**src/rtl/riscv_pkg.sv**
```systemverilog
// Shared RV32I definitions: widths, register-file geometry and the
// architectural register names the register unit cares about.
package riscv_pkg;

  localparam int XLEN       = 32;
  localparam int REG_ADDR_W = 5;
  localparam int NUM_REGS   = 32;

  typedef logic [XLEN-1:0]       word_t;
  typedef logic [REG_ADDR_W-1:0] reg_addr_t;

  localparam reg_addr_t REG_ZERO = 5'd0;
  localparam reg_addr_t REG_SP   = 5'd2;

  // Default stack-pointer value loaded into x2 at reset.
  localparam word_t SP_INIT_DEFAULT = 32'h0000_0FFC;

endpackage

```
**src/rtl/register_unit_if.sv**
```systemverilog
// Register unit port bundle: two read ports and one write port.
// There is no handshake: rs1/rs2 select read data combinationally on
// RURs1/RURs2 every cycle, and one write per cycle is taken at the rising
// clock edge whenever RUWr is high (writes to x0 are ignored).
interface register_unit_if #(
  parameter int XLEN = riscv_pkg::XLEN
);
  import riscv_pkg::*;

  reg_addr_t       rs1;
  reg_addr_t       rs2;
  reg_addr_t       rd;
  logic            RUWr;
  logic [XLEN-1:0] RUDataWr;
  logic [XLEN-1:0] RURs1;
  logic [XLEN-1:0] RURs2;

  // Core side: issues addresses and writeback data, consumes operands.
  modport master (
    output rs1, rs2, rd, RUWr, RUDataWr,
    input  RURs1, RURs2
  );

  // Register unit side.
  modport slave (
    input  rs1, rs2, rd, RUWr, RUDataWr,
    output RURs1, RURs2
  );

endinterface

```
**src/rtl/register_unit_read_port.sv**
```systemverilog
// ru_read_port: one combinational read port of the register unit.
// Selects a register from the flattened file, forces x0 to zero and,
// when RU_WRITE_BYPASS_EN is defined, forwards the pending write data to
// the port when the write targets the address being read.
module ru_read_port
  import riscv_pkg::*;
#(
  parameter int XLEN = riscv_pkg::XLEN
) (
  input  logic [NUM_REGS-1:0][XLEN-1:0] regs,
  input  reg_addr_t                     rs,
`ifdef RU_WRITE_BYPASS_EN
  input  reg_addr_t                     rd,
  input  logic                          wr_en,
  input  logic                          rst,
  input  logic [XLEN-1:0]               wr_data,
`endif
  output logic [XLEN-1:0]               rdata
);

  // Read mux, x0 forcing and optional same-cycle write forwarding.
  always_comb begin
    rdata = regs[rs];
    if (rs == REG_ZERO) begin
      rdata = '0;
    end
`ifdef RU_WRITE_BYPASS_EN
    // Forward only a write that will actually commit at the next edge.
    if (wr_en && !rst && (rd != REG_ZERO) && (rd == rs)) begin
      rdata = wr_data;
    end
`endif
  end

endmodule

```
**src/rtl/register_unit.sv**
```systemverilog
// register_unit: RV32I general-purpose register file, x1..x31 in flops,
// x0 hardwired to zero, x2 reset to SP_INIT. Two combinational read ports,
// one synchronous write port.
// Optional feature macro: RU_WRITE_BYPASS_EN (write-to-read forwarding);
// leave it undefined for the single-cycle core, where the writeback data
// depends combinationally on the read ports.
module register_unit
  import riscv_pkg::*;
#(
  parameter int              XLEN    = riscv_pkg::XLEN,
  parameter logic [XLEN-1:0] SP_INIT = SP_INIT_DEFAULT
) (
  input  logic           clk,
  input  logic           rst,
  register_unit_if.slave ru
);

  logic [XLEN-1:0]               regs_q [1:NUM_REGS-1];
  logic [XLEN-1:0]               regs_d [1:NUM_REGS-1];
  logic [NUM_REGS-1:0][XLEN-1:0] regs_flat;

  // Next-state: apply at most one write; writes to x0 are dropped.
  always_comb begin
    for (int i = 1; i < NUM_REGS; i++) begin
      regs_d[i] = regs_q[i];
    end
    if (ru.RUWr && (ru.rd != REG_ZERO)) begin
      regs_d[ru.rd] = ru.RUDataWr;
    end
  end

  // Register state; reset wins over a write in the same cycle.
  always_ff @(posedge clk) begin
    if (rst) begin
      for (int i = 1; i < NUM_REGS; i++) begin
        regs_q[i] <= (i == int'(REG_SP)) ? SP_INIT : '0;
      end
    end else begin
      for (int i = 1; i < NUM_REGS; i++) begin
        regs_q[i] <= regs_d[i];
      end
    end
  end

  // Flatten the file for the read muxes; slot 0 is a constant zero.
  always_comb begin
    regs_flat[0] = '0;
    for (int i = 1; i < NUM_REGS; i++) begin
      regs_flat[i] = regs_q[i];
    end
  end

  ru_read_port #(.XLEN(XLEN)) u_port1 (
    .regs    (regs_flat),
    .rs      (ru.rs1),
`ifdef RU_WRITE_BYPASS_EN
    .rd      (ru.rd),
    .wr_en   (ru.RUWr),
    .rst     (rst),
    .wr_data (ru.RUDataWr),
`endif
    .rdata   (ru.RURs1)
  );

  ru_read_port #(.XLEN(XLEN)) u_port2 (
    .regs    (regs_flat),
    .rs      (ru.rs2),
`ifdef RU_WRITE_BYPASS_EN
    .rd      (ru.rd),
    .wr_en   (ru.RUWr),
    .rst     (rst),
    .wr_data (ru.RUDataWr),
`endif
    .rdata   (ru.RURs2)
  );

endmodule

```
**src/flat_wrapper.sv**
```systemverilog
// flat-port wrapper written by rule: the top's interface ports become plain ports
module register_unit_flat import riscv_pkg::*;
#(
  parameter int              XLEN    = riscv_pkg::XLEN,
  parameter logic [XLEN-1:0] SP_INIT = SP_INIT_DEFAULT
)
  (clk, rst, ru_rs1, ru_rs2, ru_rd, ru_RUWr, ru_RUDataWr, ru_RURs1, ru_RURs2);
  register_unit_if #(.XLEN(XLEN)) ru_i ();
  input  logic clk;
  input  logic rst;
  input wire logic [$bits(ru_i.rs1)-1:0] ru_rs1;
  input wire logic [$bits(ru_i.rs2)-1:0] ru_rs2;
  input wire logic [$bits(ru_i.rd)-1:0] ru_rd;
  input wire logic [$bits(ru_i.RUWr)-1:0] ru_RUWr;
  input wire logic [$bits(ru_i.RUDataWr)-1:0] ru_RUDataWr;
  output wire logic [$bits(ru_i.RURs1)-1:0] ru_RURs1;
  output wire logic [$bits(ru_i.RURs2)-1:0] ru_RURs2;
  assign ru_i.rs1 = ru_rs1;
  assign ru_i.rs2 = ru_rs2;
  assign ru_i.rd = ru_rd;
  assign ru_i.RUWr = ru_RUWr;
  assign ru_i.RUDataWr = ru_RUDataWr;
  assign ru_RURs1 = ru_i.RURs1;
  assign ru_RURs2 = ru_i.RURs2;
  register_unit #(.XLEN(XLEN), .SP_INIT(SP_INIT)) u_core (.clk(clk), .rst(rst), .ru(ru_i));
endmodule
```
**config.mk**
```make
export PLATFORM = sky130hd
export DESIGN_NAME = register_unit_flat
export DESIGN_NICKNAME = d
export VERILOG_FILES = /design/src/rtl/riscv_pkg.sv /design/src/rtl/register_unit_if.sv /design/src/rtl/register_unit_read_port.sv /design/src/rtl/register_unit.sv /design/src/flat_wrapper.sv
export SDC_FILE = /design/constraint.sdc
export NUM_CORES = 2
export LEC_CHECK = 0
export ABC_CLOCK_PERIOD_IN_PS = 4430
export CORE_MARGIN = 2
export CORE_UTILIZATION = 50
export DETAILED_ROUTE_END_ITERATION = 8
export MAX_ROUTING_LAYER = met4
export PLACE_DENSITY = 0.66
export SYNTH_ARGS = -nofsm -noshare
export SYNTH_HDL_FRONTEND = slang
export SYNTH_SLANG_ARGS = --single-unit
```
**constraint.sdc**
```tcl
create_clock -name clk -period 4.43 [get_ports clk]
set_clock_uncertainty 0.2 [all_clocks]
set_input_delay 0.6645 -clock clk [delete_from_list [all_inputs] [get_ports clk]]
set_output_delay 0.6645 -clock clk [all_outputs]
set_load 0.01 [all_outputs]
```
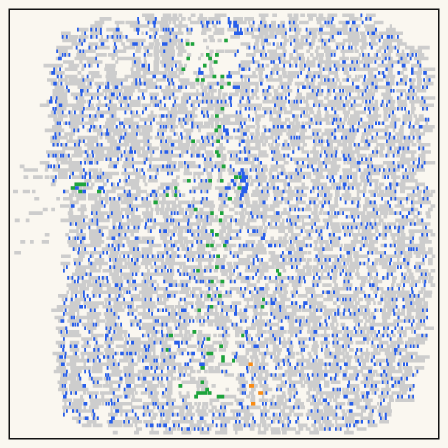
**Above:** logic cells by family.
Key: and/or cells = green [cells 86, most used or4_1, where a column down the middle]; non-inverting ao/oa cells = orange [cells 4, where bottom centre]; nand cells = blue [cells 2114, most used nand2_1, where widely spread]

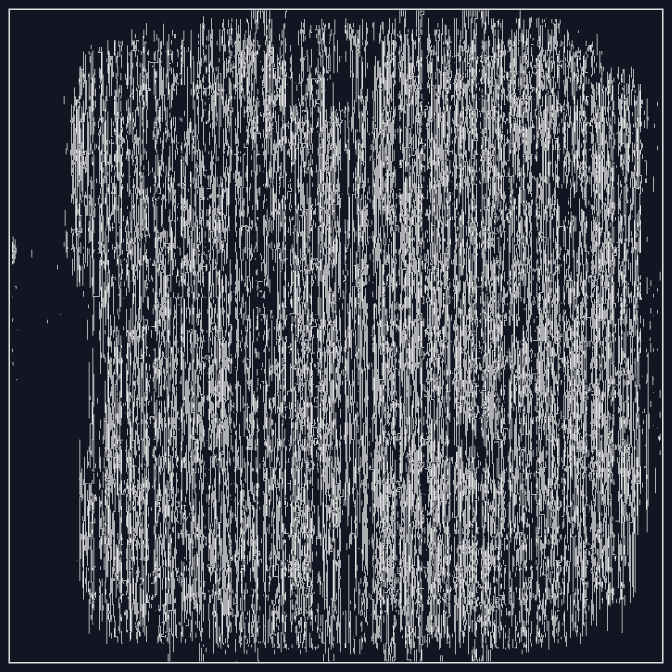
**Above:** metal 2.
The longest straight run is 83.1 um. The layer carries 85.6 mm of wire.

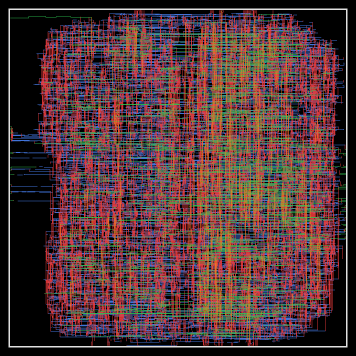
**Above:** routed metal, one colour a layer.
Key: M4 = orange [wire length 7750 um]; M1 = blue [wire length 79.8 mm]; M3 = green [wire length 24.8 mm]; M2 = red [wire length 85.6 mm]

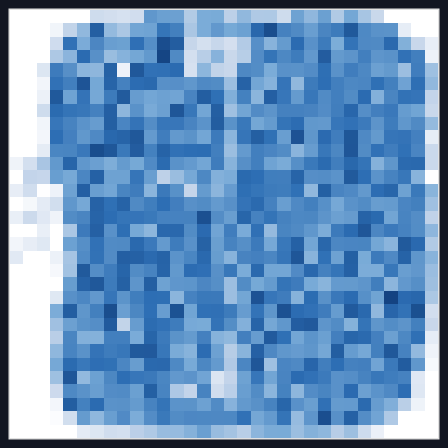
**Above:** local utilization.
The die is cut into 32 by 32 equal tiles; white is low, dark blue is high, 0 to 100% covered.
The fullest tile reaches 92%. The mean over all tiles is 53%. 9.6% of the tiles are nearly empty. 15% of the tiles are over 75% full.

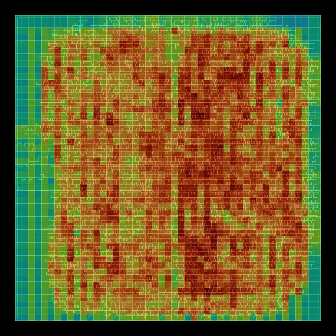
**Above:** routing congestion.
wire per inst: 26.49 um
busiest layer in global routing: met2
GRT met2 Usage: 54.73%
Global Route Usage Sum: 37.73%

==> results.txt <==
run results: DR pass1 iterations=6, final setup TNS=0 ps, vias in the first global route=44540, Max Cap Viol=0, top power group=clock, Post-CTS Hold Buffers=0, Simple-Gate Fraction of Synth Area=17.79%, FMAX=227.2 MHz, row count=117, RSZ-0062 raised after global routing=no, sequential area share after synthesis=38.89%, FP Core Util=50.26%, I/O Buffers=113, Final ANT Viol Nets=0, Max clock buf depth=3, worst-path fanout max=32, vias per cell=6.465, post-synthesis cell count=6209, CP most frequent cell=clkdlybuf4s50_1, max reg flops=992, part of the power in the clock network=46.1%, Power Combinational=2.22 mW, status=finished clean, crit path DRT=3570 ps, reg2reg setup slack=3510 ps, Signal buf overhead=6.421%, YS chip area=51070 um2, syn_area_per_cell=8.224 um2, Ports=114, power density cells=364.7 nW/um2, Syn. warnings=0, Fill cells=9229, area delta synth->final=12.03%, Crit path arrival time=3540 ps, area fraction in mux cells=between 10% and 20%, Adder Share, Synth=0%
## metal layers
metal / wire length [um] / vias up / GRT usage, %
met5: 0 / - / -
met3: 24830 / 583 / 9.883
met4: 7746 / 0 / 14.81
met1: 79800 / 23286 / 50.07
li1: - / 21380 / -
met2: 85590 / 3067 / 54.73
## stage by stage
| stage | total power [mW] | std cells | hold WS, ps | util, % | area (um2) |
|---|---|---|---|---|---|
| global route | 21.32 | 7472 | 278.7 | 56.31 | 57200 |
| CTS | 20.80 | 7469 | 251.5 | 56.30 | 57190 |
| floorplan | 10.45 | 6209 | 239.7 | - | 51070 |
| global placement | 11.35 | 7266 | 246.9 | 52.59 | 53430 |
| finish | 20.87 | 7474 | 257.0 | 56.31 | 57210 |
| detailed placement | 11.36 | 7266 | 255.1 | 52.59 | 53430 |
Power is estimated from default activity; no workload was simulated.
